`src/rtl/fft_pkg.sv`:
```
// Shared FFT front-end definitions: default geometry, complex word layout,
// read FSM states and the bit-reversal helper.
package fft_pkg;

  localparam int FFT_N        = 32;
  localparam int FFT_SAMPLE_W = 11;
  localparam int FFT_LOG2N    = $clog2(FFT_N);
  localparam int FFT_DATA_W   = FFT_SAMPLE_W + FFT_LOG2N;

  typedef struct packed {
    logic signed [FFT_DATA_W-1:0] re;
    logic signed [FFT_DATA_W-1:0] im;
  } cplx_t;

  typedef enum logic [1:0] {
    IDLE,
    FETCH,
    STREAM
  } rd_state_t;

  function automatic int unsigned bitrev(input int unsigned a, input int unsigned bits);
    int unsigned r;
    r = 0;
    for (int unsigned i = 0; i < bits; i++) begin
      r = r | (((a >> i) & 1) << (bits - 1 - i));
    end
    return r;
  endfunction

endpackage

```
`src/rtl/fft_sample_bank.sv`:
```
// N x SAMPLE_W sample store: single write port, one registered read port that
// returns an even/odd address pair per line.
module fft_sample_bank #(
  parameter int N        = 32,
  parameter int SAMPLE_W = 11
) (
  input  logic                 clk,
  input  logic                 we,
  input  logic [$clog2(N)-1:0] waddr,
  input  logic [SAMPLE_W-1:0]  wdata,
  input  logic                 re,
  input  logic [$clog2(N)-2:0] raddr,
  output logic [SAMPLE_W-1:0]  rdata_even,
  output logic [SAMPLE_W-1:0]  rdata_odd
);

  localparam int AW = $clog2(N);

  logic [SAMPLE_W-1:0] mem_even [N/2];
  logic [SAMPLE_W-1:0] mem_odd  [N/2];

  always_ff @(posedge clk) begin
    if (we && !waddr[0]) mem_even[waddr[AW-1:1]] <= wdata;
    if (we &&  waddr[0]) mem_odd[waddr[AW-1:1]]  <= wdata;
    if (re) begin
      rdata_even <= mem_even[raddr];
      rdata_odd  <= mem_odd[raddr];
    end
  end

endmodule

```
`src/rtl/fft_input_buffer.sv`:
```
// FFT input buffer: ping-pong bit-reversed sample store that streams
// butterfly input pairs (x[k], x[k+N/2]) with a valid/ready handshake.
module fft_input_buffer
  import fft_pkg::*;
#(
  parameter int N        = FFT_N,
  parameter int SAMPLE_W = FFT_SAMPLE_W,
  parameter int DATA_W   = FFT_DATA_W
) (
  input  logic                 clk,
  input  logic                 rst_n,
  input  logic [SAMPLE_W-1:0]  sample_in,
  input  logic                 sample_valid,
  input  logic                 pair_ready,
  output logic                 pair_valid,
  output logic [2*DATA_W-1:0]  A_out,
  output logic [2*DATA_W-1:0]  B_out,
  output logic [$clog2(N)-2:0] pair_idx,
  output logic                 frame_start,
  output logic                 frame_done,
  output logic                 overflow
);

  localparam int AW = $clog2(N);
  localparam int KW = AW - 1;

  rd_state_t           state, state_nxt;
  logic [AW-1:0]       w;
  logic                fb, rb;
  logic [1:0]          full, set_full, clr_full;
  logic [KW-1:0]       k;
  logic                held;
  logic                accept, xfer, last_pair;
  logic [AW-1:0]       waddr;
  logic [KW-1:0]       raddr;
  logic [1:0]          we, re;
  logic [SAMPLE_W-1:0] even0, odd0, even1, odd1, even_q, odd_q;
  cplx_t               a_word, b_word;

  assign accept    = sample_valid && !full[fb];
  assign xfer      = (state == STREAM) && pair_ready;
  assign last_pair = xfer && (k == KW'(N/2 - 1));
  assign waddr     = AW'(bitrev(32'(w), AW));
  // x[k] lands at bitrev(k) (even) and x[k+N/2] right after it, so the
  // line index is simply k reversed over the upper address bits.
  assign raddr     = KW'(bitrev(32'(k), KW));

  assign we       = accept ? (2'b01 << fb) : 2'b00;
  assign re       = (state == FETCH) ? (2'b01 << rb) : 2'b00;
  assign set_full = (accept && (w == AW'(N - 1))) ? (2'b01 << fb) : 2'b00;
  assign clr_full = last_pair ? (2'b01 << rb) : 2'b00;

  fft_sample_bank #(.N(N), .SAMPLE_W(SAMPLE_W)) u_bank0 (
    .clk(clk), .we(we[0]), .waddr(waddr), .wdata(sample_in),
    .re(re[0]), .raddr(raddr), .rdata_even(even0), .rdata_odd(odd0)
  );

  fft_sample_bank #(.N(N), .SAMPLE_W(SAMPLE_W)) u_bank1 (
    .clk(clk), .we(we[1]), .waddr(waddr), .wdata(sample_in),
    .re(re[1]), .raddr(raddr), .rdata_even(even1), .rdata_odd(odd1)
  );

  assign even_q = rb ? even1 : even0;
  assign odd_q  = rb ? odd1  : odd0;

  always_ff @(posedge clk or negedge rst_n) begin
    if (!rst_n) state <= IDLE;
    else        state <= state_nxt;
  end

  always_comb begin
    state_nxt = state;
    case (state)
      IDLE:    if (full[rb]) state_nxt = FETCH;
      FETCH:   state_nxt = STREAM;
      STREAM:  if (xfer) state_nxt = last_pair ? IDLE : FETCH;
      default: state_nxt = IDLE;
    endcase
  end

  always_ff @(posedge clk or negedge rst_n) begin
    if (!rst_n) begin
      w          <= '0;
      fb         <= 1'b0;
      rb         <= 1'b0;
      full       <= '0;
      k          <= '0;
      held       <= 1'b0;
      frame_done <= 1'b0;
      overflow   <= 1'b0;
    end else begin
      full       <= (full | set_full) & ~clr_full;
      held       <= (state == STREAM) && !pair_ready;
      frame_done <= last_pair;
      if (sample_valid && full[fb]) overflow <= 1'b1;
      if (accept) begin
        if (w == AW'(N - 1)) begin
          w  <= '0;
          fb <= ~fb;
        end else begin
          w <= w + 1'b1;
        end
      end
      if (xfer) begin
        if (last_pair) begin
          k  <= '0;
          rb <= ~rb;
        end else begin
          k <= k + 1'b1;
        end
      end
    end
  end

  always_comb begin
    a_word = '0;
    b_word = '0;
    if (pair_valid) begin
      a_word.re = {{(DATA_W-SAMPLE_W){even_q[SAMPLE_W-1]}}, even_q};
      b_word.re = {{(DATA_W-SAMPLE_W){odd_q[SAMPLE_W-1]}}, odd_q};
    end
  end

  assign pair_valid  = (state == STREAM);
  assign A_out       = a_word;
  assign B_out       = b_word;
  assign pair_idx    = k;
  assign frame_start = pair_valid && (k == '0) && !held;

endmodule

```
`config.mk`:
```
export PLATFORM = sky130hd
export DESIGN_NAME = fft_input_buffer
export DESIGN_NICKNAME = d
export VERILOG_FILES = /design/src/rtl/fft_pkg.sv /design/src/rtl/fft_sample_bank.sv /design/src/rtl/fft_input_buffer.sv
export SDC_FILE = /design/constraint.sdc
export NUM_CORES = 1
export LEC_CHECK = 0
export CAP_MARGIN = 20
export CORE_ASPECT_RATIO = 0.7
export CORE_UTILIZATION = 35
export CTS_BUF_LIST = sky130_fd_sc_hd__clkbuf_16
export DETAILED_ROUTE_END_ITERATION = 8
export GPL_TIMING_DRIVEN = 1
export REMOVE_ABC_BUFFERS = 1
export SLEW_MARGIN = 25
export SYNTH_ARGS = -nofsm -noshare
export SYNTH_HDL_FRONTEND = slang
export SYNTH_SLANG_ARGS = --single-unit
```
`constraint.sdc`:
```
create_clock -name clk -period 3.87 [get_ports clk]
set_input_delay 0.774 -clock clk [delete_from_list [all_inputs] [get_ports clk]]
set_output_delay 0.774 -clock clk [all_outputs]
set_load 0.02 [all_outputs]
```
==> results.sh <==
# source this file to load flow results
export IMPL_outcome="completed"
export IMPL_yosysWarningCount=0
export IMPL_setup_viol=0
export IMPL_hp_class="primary input to asynchronous set/reset pin"
export IMPL_wl_mm=71.8
export IMPL_grt_use_total_pct=16.4
export IMPL_ys_seq_share_pct=76.2
export IMPL_crit_path_max_fanout=13
export IMPL_drv_cap=0
export IMPL_chipArea_sq_um=87100
export IMPL_dr_wl_met3_mm=5.88
export IMPL_cts_sinks=766
export IMPL_port_buffers=54
export IMPL_rrSetupSlack_ps=1040
export IMPL_utilization_pct=40.7
export IMPL_synthDistinctLibCells=38
export IMPL_synthMuxAreaShare_pct=15.1
export IMPL_timing_rr_end="u_bank0.rdata_even[7]"
export IMPL_postCtsSetupRepairBufs=0
export IMPL_ys_sh_xor_pct=0.0583
export IMPL_syn_area_sq_um=30100
export IMPL_h_tree_depth=3
export IMPL_cts_made_buffers=70
export IMPL_cts_repair_resized=0
export IMPL_holdWs_ps=151
export IMPL_path_class="register to output port"
export IMPL_cp_end_kind="output port"
export IMPL_ctsHoldBuffers=0
export IMPL_ioPinCount=87
export IMPL_top_layer_used="met4"
export IMPL_grt_max_degree=73
export IMPL_finalClockPeriodUsage_pct=86.0
export IMPL_numSynthFlops=766
export IMPL_place_congestion=0.793
export IMPL_synth_top_flop_cell="edfxtp_1"
export IMPL_peakVddDrop_mv=0.306
export IMPL_top_logic_kind="multiplexers"
export IMPL_relSlewSlack_pct=38.2
export IMPL_hold_violations=0
export IMPL_fin_crit_ps=3330
export IMPL_fmax_ghz=0.301
export IMPL_dp_hpwl_mm=44.9
export IMPL_met2_length_mm=30.6
export IMPL_antenna_found_initial=3
export IMPL_nets=1648
export IMPL_drc=0
export IMPL_die_w_um=352
export IMPL_r2r_start="pair_idx[3]"
export IMPL_drtIter0Drc=1807
export IMPL_arrival_ps=2550
export IMPL_simple_gate_share_pct=1.89
export IMPL_aoi_share_pct=3.55
export IMPL_fin_setup_tns_ps=0
export IMPL_timing_final_ws_setup_ps=544
export IMPL_rows=89
[layer usage]
metal,vias to the layer above,GRT usage [%]
met5,-,0
met4,0,3.82
met3,101,3.43
met2,674,23.1
met1,7912,25.6
li1,6285,-
[cell type report]
type | instances | area [sq um] | share of cell area, %
clock buffer | 73 | 1830 | 5.30
sequential | 766 | 22900 | 66.5
inverter | 9 | 33.8 | 0.0980
multi-input combinational | 621 | 6430 | 18.7
clock inverter | 48 | 493 | 1.43
tap | 1137 | 1420 | 4.13
antenna | 1 | 2.50 | 0.00726
timing repair buffer | 158 | 1340 | 3.88
[cells by family after synthesis]
logic type,Yosys count
buffers and inverters,136
adders and majority gates,7
AOI/OAI and AO/OA,153
muxes,289
DFF,766
xor gates and xnor gates,2
and+or+nand+nor,138
other,1
[Yosys cell counts (all sizes together), types with 2 or more instances]
master	count	area (sq um)
clkbuf	29	110
a31oi	2	12.5
ha	7	87.6
xnor2	2	17.5
dfrtp	18	450
mux2	2	22.5
inv	9	33.8
nand3	6	30.0
nand2b	4	25.0
mux4	132	2970
nor2b	4	25.0
edfxtp	748	22500
o21ai	54	270
nor2	96	360
o31ai	2	15.0
a21oi	3	15.0
mux2i	155	1550
nand2	21	78.8
a22oi	44	330
a32oi	44	385
buf	98	706
[state kept, by name, indices dropped and copies added (netlist names), 2 cells and up]
name,cells
u_bank0.mem_even,176
u_bank0.mem_odd,176
u_bank1.mem_even,176
u_bank1.mem_odd,176
u_bank0.rdata_even,11
u_bank0.rdata_odd,11
u_bank1.rdata_even,11
u_bank1.rdata_odd,11
w,5
pair_idx,4
full,2
state,2
[report_power, final]
part           internal, uW  switching (uW)  total, uW
sequential             9540             191       9730
clock                  4140            2940       7080
combinational           828            1750       2580
total                 14500            4880      19400
[worst max-delay path: stages (launching register included)]
cell,delay (ps)
dfrtp_1,510
buf_4,340
mux2i_1,130
nor2_1,290
clkdlybuf4s50_1,680
[worst max path at each step]
stage / endpoint / slack, ps / cells past startpoint / start
after floorplan: u_bank0.rdata_even[0] / -4740 / 4 / pair_idx[3]
after global placement: u_bank0.mem_odd[6][4] / 870 / 4 / sample_valid
after detailed placement: u_bank0.mem_odd[6][3] / 830 / 4 / sample_valid
after CTS: A_out[26] / 510 / 4 / rb
after global routing: A_out[26] / 380 / 4 / rb
final: A_out[26] / 540 / 4 / rb
[stage by stage]
stage | power [uW] | cell area [sq um]
global placement | 12400 | 32100
detailed placement | 12500 | 32100
global route | 20000 | 34500
CTS | 19500 | 34500
floorplan | 11400 | 29400
finish | 19400 | 34500
Figure 1. Metal 3.
Scale: 1 px per um. Cells faint in the background.
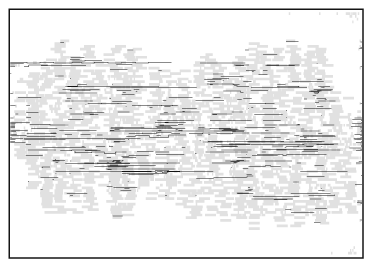
main direction: horizontal
share of all routed wire: 8.2%

Figure 2. Clock wires, drivers and flops.
Scale: 1 px per um.
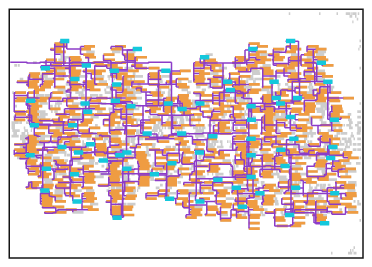
[purple] clock wires | length: 8560 um
[cyan] cells driving clock nets | count: 70
[orange] flip-flops | count: 766
routed clock nets: 71
P_clk: 7080 uW
Clock Latency Late Sink: 590 ps
worst clock skew: 18.6 ps
clock share of power: 36.5%

Figure 3. Sequential cells grouped by signal name.
Scale: 1 px per um. Other sequential cells in the stronger grey, the rest of the logic in the fainter grey.
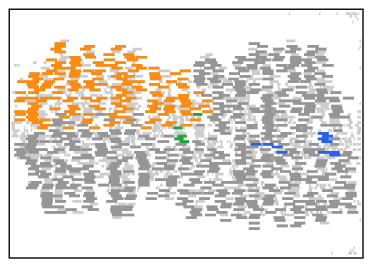
| colour | signal | placed flops |
|---|---|---|
| blue | u_bank0.rdata_even | 11 |
| orange | u_bank1.mem_odd | 176 |
| green | w | 5 |
not coloured: 574
sequential power: 9730 uW
Reg area: 22900 sq um
fraction of area in registers: 66.5%

No activity file was given, so power comes from the tool's default toggle rates.
